==> config.mk <==
export PLATFORM = sky130hd
export DESIGN_NAME = shift_reg_universal
export DESIGN_NICKNAME = d
export VERILOG_FILES = /design/src/rtl/shift_reg_universal.sv
export SDC_FILE = /design/constraint.sdc
export NUM_CORES = 1
export LEC_CHECK = 0
export CORE_MARGIN = 4
export CORE_UTILIZATION = 41
export DETAILED_ROUTE_END_ITERATION = 16
export GPL_TIMING_DRIVEN = 0
export PLACE_DENSITY = 0.79
export SLEW_MARGIN = 5
export SYNTH_ARGS = -nofsm -noshare
export SYNTH_HDL_FRONTEND = slang
export SYNTH_SLANG_ARGS = --single-unit
export TNS_END_PERCENT = 50
==> constraint.sdc <==
create_clock -name clk -period 3.85 [get_ports clk]
set_clock_uncertainty 0.05 [all_clocks]
set_input_delay 0.77 -clock clk [delete_from_list [all_inputs] [get_ports clk]]
set_output_delay 0.77 -clock clk [all_outputs]
set_load 0.01 [all_outputs]
==> src/rtl/shift_reg_universal.sv <==
// Universal WIDTH-bit register: clear, preset, hold, shift left/right, parallel load,
// plus a saturating shift counter. Define USR_ROTATE_EN to add the rot port for rotating shifts.
module shift_reg_universal #(
    parameter  int WIDTH = 8,
    localparam int CNT_W = $clog2(WIDTH + 1)
) (
    input  logic             clk,
    input  logic             clr,
    input  logic             pre,
    input  logic             en,
    input  logic [1:0]       mode,
    input  logic [WIDTH-1:0] d,
    input  logic             si_l,
    input  logic             si_r,
`ifdef USR_ROTATE_EN
    input  logic             rot,
`endif
    output logic [WIDTH-1:0] q,
    output logic [WIDTH-1:0] qn,
    output logic             so_l,
    output logic             so_r,
    output logic [CNT_W-1:0] cnt,
    output logic             drained
);

    localparam logic [1:0] MODE_HOLD  = 2'b00;
    localparam logic [1:0] MODE_SHL   = 2'b01;
    localparam logic [1:0] MODE_SHR   = 2'b10;
    localparam logic [1:0] MODE_LOAD  = 2'b11;
    localparam logic [CNT_W-1:0] CNT_MAX = CNT_W'(WIDTH);

    logic             fill_l;
    logic             fill_r;
    logic [CNT_W-1:0] cnt_inc;

    // With rotation, the bit leaving one end re-enters at the other instead of the serial input.
`ifdef USR_ROTATE_EN
    assign fill_l = rot ? q[WIDTH-1] : si_l;
    assign fill_r = rot ? q[0]       : si_r;
`else
    assign fill_l = si_l;
    assign fill_r = si_r;
`endif

    assign cnt_inc = (cnt == CNT_MAX) ? cnt : cnt + 1'b1;

    always_ff @(posedge clk) begin
        if (clr) begin
            q   <= '0;
            cnt <= '0;
        end else if (pre) begin
            q   <= '1;
            cnt <= '0;
        end else if (en) begin
            case (mode)
                MODE_SHL: begin
                    q   <= {q[WIDTH-2:0], fill_l};
                    cnt <= cnt_inc;
                end
                MODE_SHR: begin
                    q   <= {fill_r, q[WIDTH-1:1]};
                    cnt <= cnt_inc;
                end
                MODE_LOAD: begin
                    q   <= d;
                    cnt <= '0;
                end
                MODE_HOLD: begin
                    q   <= q;
                    cnt <= cnt;
                end
                default: begin
                    q   <= q;
                    cnt <= cnt;
                end
            endcase
        end
    end

    assign qn      = ~q;
    assign so_l    = q[WIDTH-1];
    assign so_r    = q[0];
    assign drained = (cnt == CNT_MAX);

endmodule

### Metal 1, run 1

Scale bar: 20 µm. Supply wires on this layer in gray.
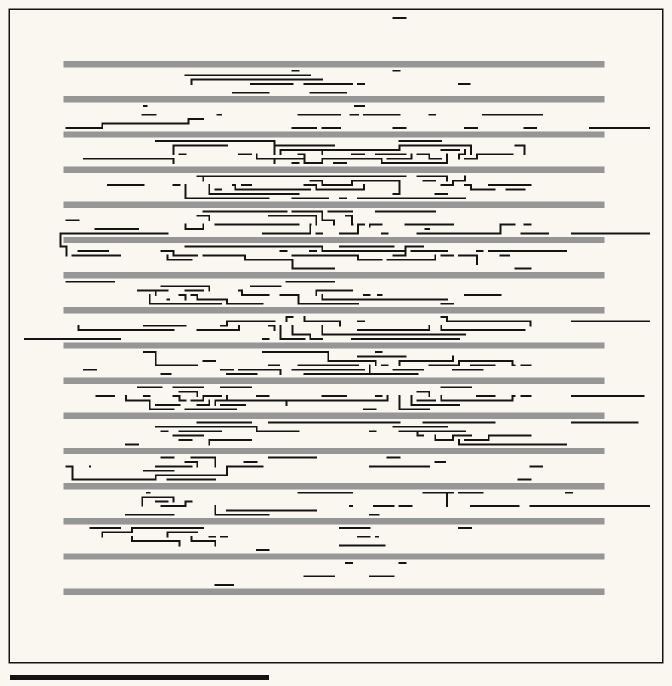
longest straight run	16.1 µm
main direction	horizontal
wire length on this layer	873 µm

### The metal 2 layer, run 1

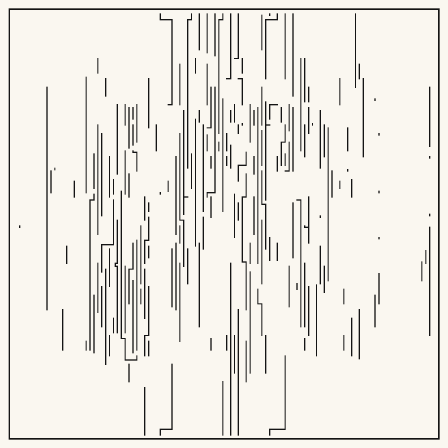
main direction	vertical
wire length on this layer	1020 µm
longest straight run	26.2 µm
share of all routed wire	50%
nets with wire on the layer	122

==> run summary, run 1 <==
Notes on the physical implementation.

- The start point of the critical path is cnt[0], for reference.
- Global routing used between 10% and 20% of the available met1 tracks.
- The number of buffers inserted during clock tree synthesis is 3, for reference.
- The number of signal-net inverters in the final layout is 12, for reference.
- The flow ran to the end, and the final reports show no timing, DRC or antenna violations.
- The reported leakage power is slightly below 0.5 nW, for reference.
- The flop and latch count out of synthesis is 12, for reference.
- For reference, the final report shows the hold violation count at 0.
- Setup repair after global routing left no endpoint under its margin.
- The startpoint of the lowest-slack register-to-register path is cnt[0], for reference.
- The internal power consumption is 251 µW, for reference.
- The sum of negative setup slack is 0 ns, for reference.
- At the later pin of the worst-skew pair, clock insertion delay measures approximately 0.28 ns.
- The global route total overflow is 0, for reference.
- The mapped netlist covers ~740 µm².
- The number of global-route vias before repair is about 730.
- The post-CTS setup buffer count is 0, for reference.
- The area taken by sequential standard cells is reported as about 240 µm².
- The share of total power dissipated in combinational logic is approximately 30%.
- The endpoint with the worst hold slack is cnt[3], for reference.
- The post-route cell area is about 0.0012 mm², for reference.
- According to the floorplan log, the row count is 15.
- The fraction of final layout cells sized beyond drive strength 1 is 6.92%, for reference.
- The tally of max-capacitance violations is 0, for reference.
- TritonCTS built the clock tree.
- The initial DRC count is 25, for reference.
- The final core area utilization is between 60 and 70%, for reference.
- The number of cells in Yosys stat is approximately 89, for reference.
- Looking at the critical path, the single cell with the biggest stage delay is clkdlybuf4s50_1.
- After layout, the worst path uses between 60% and 70% of the clock period.
- The worst min-delay path class is reg2reg, for reference.
- The number of remaining DRC errors is 0, for reference.
- Per the run report, area growth between synthesis and finish was 59.3%.
- Sequential cells placed in the final layout were counted as 12.
- The final design was reported to hold multi-input combinational gates totalling just under 60.
- Looking at the area split, the leading class of cells is combinational gates.
- Wire segments on met2 add up to between 1 and 1.5 mm in the final route.
- In this run, synthesis inferred 0 flip-flops with an integrated enable.
- The startpoint-to-endpoint class of the critical path is reg2out, for reference.
- The count of cells along the worst register-to-register path is 5, for reference.
- The via count normalized by instance count is ~5.3, for reference.
- For this run, the script counts the antenna cells in the layout as 0.
- The HPWL after detailed placement is about 1.6 mm, for reference.
- The count of input and output buffers is 37, for reference.
- The fraction of met3 tracks used by global routing is a little under 6%, for reference.
- The average wire per standard cell is around 13 µm, for reference.
- Wire segments on met3 add up to 160 µm in the final route.
- The normalized max-slew margin is a little under two thirds, for reference.
- The floorplan step set the die height to ~50 µm.
### M3 wires, run 1

Scale bar: 20 µm.
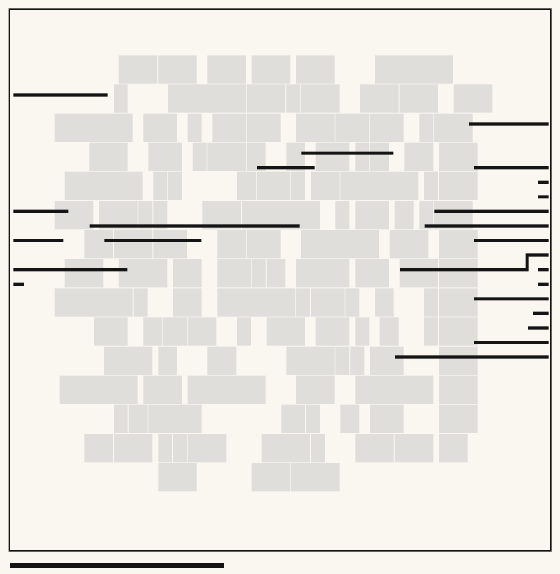
longest straight run	19.3 µm
main direction	horizontal
wire length on this layer	160 µm
wire length reported by the detailed router: 2.05 mm
detailed-route via count: 818

run 1: registers in the layout, indices dropped and copies added, names as in the netlist:
register and count:
cnt 4, q 8
run 1: kinds of logic after synthesis:
group / synth area share, %
adders and majority gates: 8.47
buffers and inverters: 10.8
AOI/OAI and AO/OA: 33.9
DFF: 32.5
and+or+nand+nor: 14.2
run 1: power groups by stage:
| stage | clock network [mW] | logic [mW] | registers (mW) |
|---|---|---|---|
| 6_report | 0.101 | 0.104 | 0.143 |
| 5_1_grt | 0.111 | 0.112 | 0.144 |
| 4_1_cts | 0.105 | 0.105 | 0.143 |
| 3_5_place_dp | 0 | 0.104 | 0.146 |
| 3_3_place_gp | 0 | 0.103 | 0.145 |
| 2_1_floorplan | 0 | 0.0434 | 0.148 |
==> run 2, diff against run 1 <==
- CORE_UTILIZATION: 41 -> 34
- PLACE_DENSITY: 0.79 -> 0.7
- clock period: 3.85 -> 2.06 ns (I/O delays scaled with it)
### Clock wiring as the flow saved it, run 2

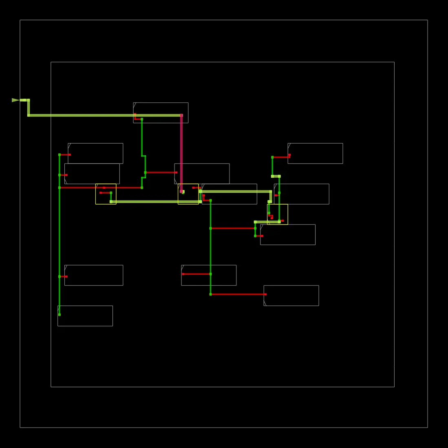
cts bufs inserted: 3
total clock network power: 143 µW
Late-Pin Clk Latency: 0.27 ns

### M3 wires, run 2

Scale bar: 20 µm.
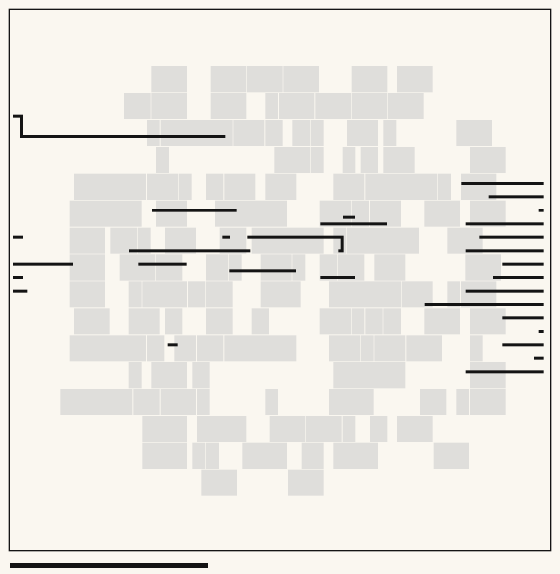
wire length on this layer	165 µm
share of all routed wire	8.0%

==> run 2 against run 1 <==
Compared with the run above:
- highest routed layer is now met4
- count of clock-buffer cells in the layout down 1
- clock power rose by 42%
- design area increased by 0.43%
- combinational power grew 88%
- largest power group unchanged
==> run summary, run 2 <==
Notes on the physical implementation.

- The number of flip-flops and latches is 12, for reference.
- The launch point of the critical path was reported as mode[1].
- In the setup report, the worst path falls into the class in2reg.
- The reported leakage power is 0.506 nW, for reference.
- The number of signal-net inverters in the final layout is 12, for reference.
- The repair_antennas step left the layout with diodes totalling 0.
- The routed design shows a wire length per standard cell of between 10 and 15 µm.
- The tally of max-capacitance violations is 0, for reference.
- The multi-input combinational cell count is around 58, for reference.
- In this run the layout overhead on the synthesized area is reported as 60.0%.
- In the detailed route, the total length drawn on met3 is approximately 160 µm.
- The number of cells in Yosys stat is ~90, for reference.
- Detailed routing placed a total of around 960 µm of wire on met2.
- Measured along the y axis, the die boundary spans 54.6 µm.
- The power drawn by the combinational cells is a little under 200 µW, for reference.
- The met1 layer usage reported by global route is 20.8%, for reference.
- The register with the most flip-flops in the layout has 8 of them.
- The endpoint with the worst hold slack is cnt[3], for reference.
- The floorplan row count is 16, for reference.
- The synthesized area is roughly 740 µm², for reference.
- The dominant kind of cell by area is combinational gates, for reference.
- The post-route cell area is 0.00118 mm², for reference.
- The period utilization is between 90% and 100%, for reference.
- The slowest stage of the critical path is the or4b_1 cell.
- The number of cells on the worst reg-to-reg path is 5.
- The launch point of the worst register-to-register path is recorded as cnt[1].
- The storage element area is 241 µm², for reference.
- The group with the largest share of power is sequential cells, for reference.
- Setup repair after global routing left no endpoint under its margin.
- The violation tally recorded at the end of detailed-routing iteration 0 is 25.
- The number of global-route vias before repair is 747, for reference.
- The flow ran to the end, and the final reports show no timing, DRC or antenna violations.
- The post-CTS setup buffer count is 0, for reference.
- The registers reported with the highest flop counts are q x8, cnt x4.
- Per the GRT congestion report, total overflow comes to 0.
- Cells with a size suffix above 1 make up between 10 and 15% of the layout.
- The combinational power share is between 30% and 40%, for reference.
- The sequential power is ~270 µW, for reference.
- TritonCTS built the clock tree.
- The count of input and output buffers is 37, for reference.
- The worst min-delay path class is reg2reg, for reference.
- The number of remaining DRC errors is 0, for reference.
- The HPWL after detailed placement is between 1.5 and 2 mm.
### The metal 2 layer, run 2

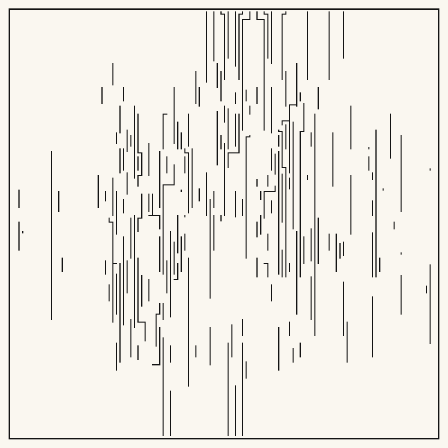
nets with wire on the layer	124
wire length on this layer	962 µm
share of all routed wire	47%
longest straight run	28.2 µm
main direction	vertical
wire length reported by the detailed router: 2.06 mm
met2 Usage GRT: 22.2%
detailed-route via count: 838

-- run 2: per-stage QoR --
stage          utilization (%)  TNS [ns]  worst slack, ns  hold slack [ns]  std cells
6_report                  59.0         0            0.160            0.491        156
5_1_grt                   59.0         0           0.0170            0.556        156
4_1_cts                   58.3         0          0.00116            0.494        156
3_5_place_dp              57.1     -2.51           -0.289            0.485        153
3_3_place_gp              57.1     -2.27           -0.290            0.458        153
2_1_floorplan                -         0            0.454            0.479         89
-- run 2: kinds of logic (layout without fill, tap and decap cells) --
family | after synthesis | count (layout) | synth area share, %
fa+ha+maj | 5 | 5 | 8.47
simple gates | 20 | 20 | 14.2
flops | 12 | 12 | 32.5
compound gates | 33 | 33 | 33.9
buf+inv | 19 | 59 | 10.8
==> run 3, diff against run 2 <==
- PLACE_DENSITY: 0.7 -> 0.79
### Clock wiring as the flow saved it, run 3

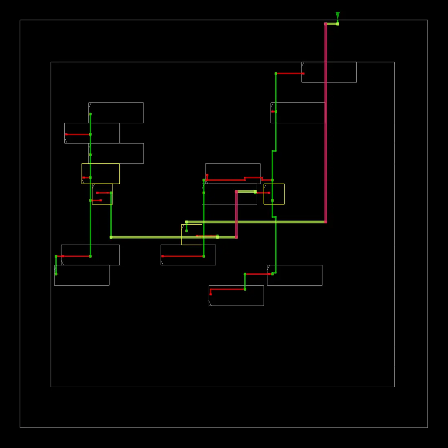
total clock network power: 190 µW
Late-Pin Clk Latency: 0.28 ns

### Metal 1, run 3

Scale bar: 20 µm. Supply wires on this layer in gray.
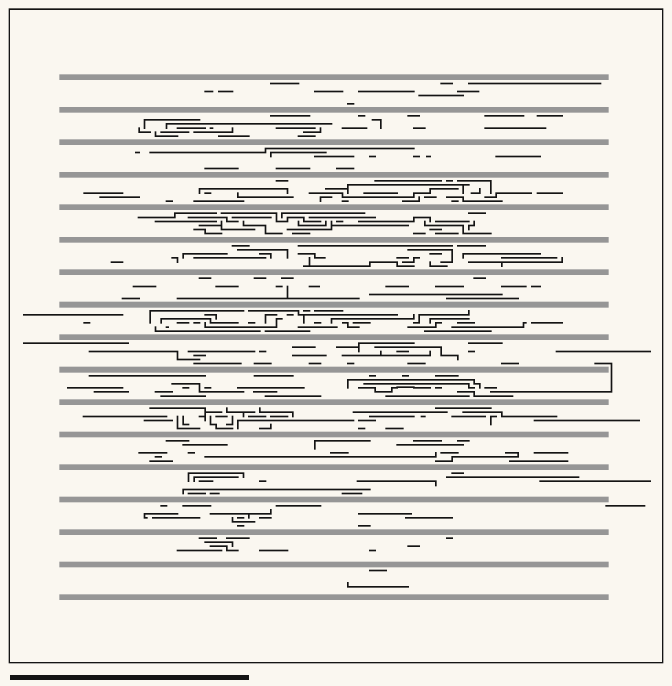
main direction	horizontal
share of all routed wire	44%
wire length on this layer	987 µm

==> run 3 against run 2 <==
Compared with the run above:
- clock power is 33% higher
- final cell count is 0.64% higher
- power is 8.3% higher
- setup slack worse by 0.0088 ns
- critical path depth stayed put
- synthesized area stayed put
- maximum frequency is 0.46% lower
- via count is 2.1% lower
- largest power group unchanged
==> run summary, run 3 <==
Notes on the physical implementation.

- The flow ran to the end, and the final reports show no timing, DRC or antenna violations.
- Summed over all layers, the global routing overflow is 0.
- The post-route cell area is between 0.001 and 0.0015 mm², for reference.
- The most critical min-delay path falls under reg2reg.
- Per the TritonCTS log, the buffer count is 3.
- Row generation in the floorplan step produced 16 rows.
- The wire length on met2 is roughly 1.1 mm, for reference.
- The endpoint with the worst hold slack is cnt[3], for reference.
- The synthesized netlist devotes 33.9% of its cell area to compound gates.
- The number of remaining DRC errors is 0, for reference.
- In this run the tool buffered the top-level ports with 37 buffer cells.
- Setup repair after global routing left no endpoint under its margin.
- The cell area that synthesis handed to floorplanning was 738 µm².
- The post-CTS setup buffer count is 0, for reference.
- The startpoint of the lowest-slack register-to-register path is cnt[1], for reference.
- The share of the synthesized netlist area taken by xor and xnor gates is 0%, for reference.
- The number of cells in Yosys stat is between 80 and 90, for reference.
- The final antenna diode count is 0, for reference.
- Of the total synthesized cell area, the portion taken by AND, OR, NAND and NOR gates is between 10% and 20%.
- The count of cells along the worst register-to-register path is 5, for reference.
- The vias after detailed routing is 820, for reference.
- met1 track demand over resource after global routing is a little under a fifth.
- In the post-route report, total wirelength is listed as about 2.3 mm.
- Per the log, the first TritonRoute iteration ended with a DRC count of 13.
- Hold timing on the final database bottoms out at a slack of ~0.5 ns.
### Gate families picked out, run 3

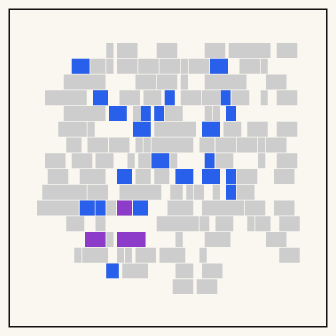
family	color	cells
inverting AOI/OAI gates	blue	22
AND and OR gates	purple	3

[run 3: power by group]
part           total [mW]  internal, mW  switching (mW)
clock network       0.190         0.108          0.0820
registers           0.268         0.248          0.0203
logic               0.199         0.116          0.0837
total               0.657         0.471           0.186
[run 3: cell type report]
| class | instances | area, µm² | share of cell area, % |
|---|---|---|---|
| buffer | 7 | 40.0 | 3.35 |
| clock buffer | 4 | 36.3 | 3.04 |
| inverter | 12 | 45.0 | 3.77 |
| multi-input combinational | 58 | 425 | 35.6 |
| sequential | 12 | 241 | 20.2 |
| tap | 27 | 33.8 | 2.83 |
| timing repair buffer | 37 | 373 | 31.2 |
[run 3: timing repair]
action / CTS / global route
hold buffers: 0 / 0
resized: 1 / 10
endpoints found under the setup margin: 1 / 10
Power and IR drop assume default switching activity.
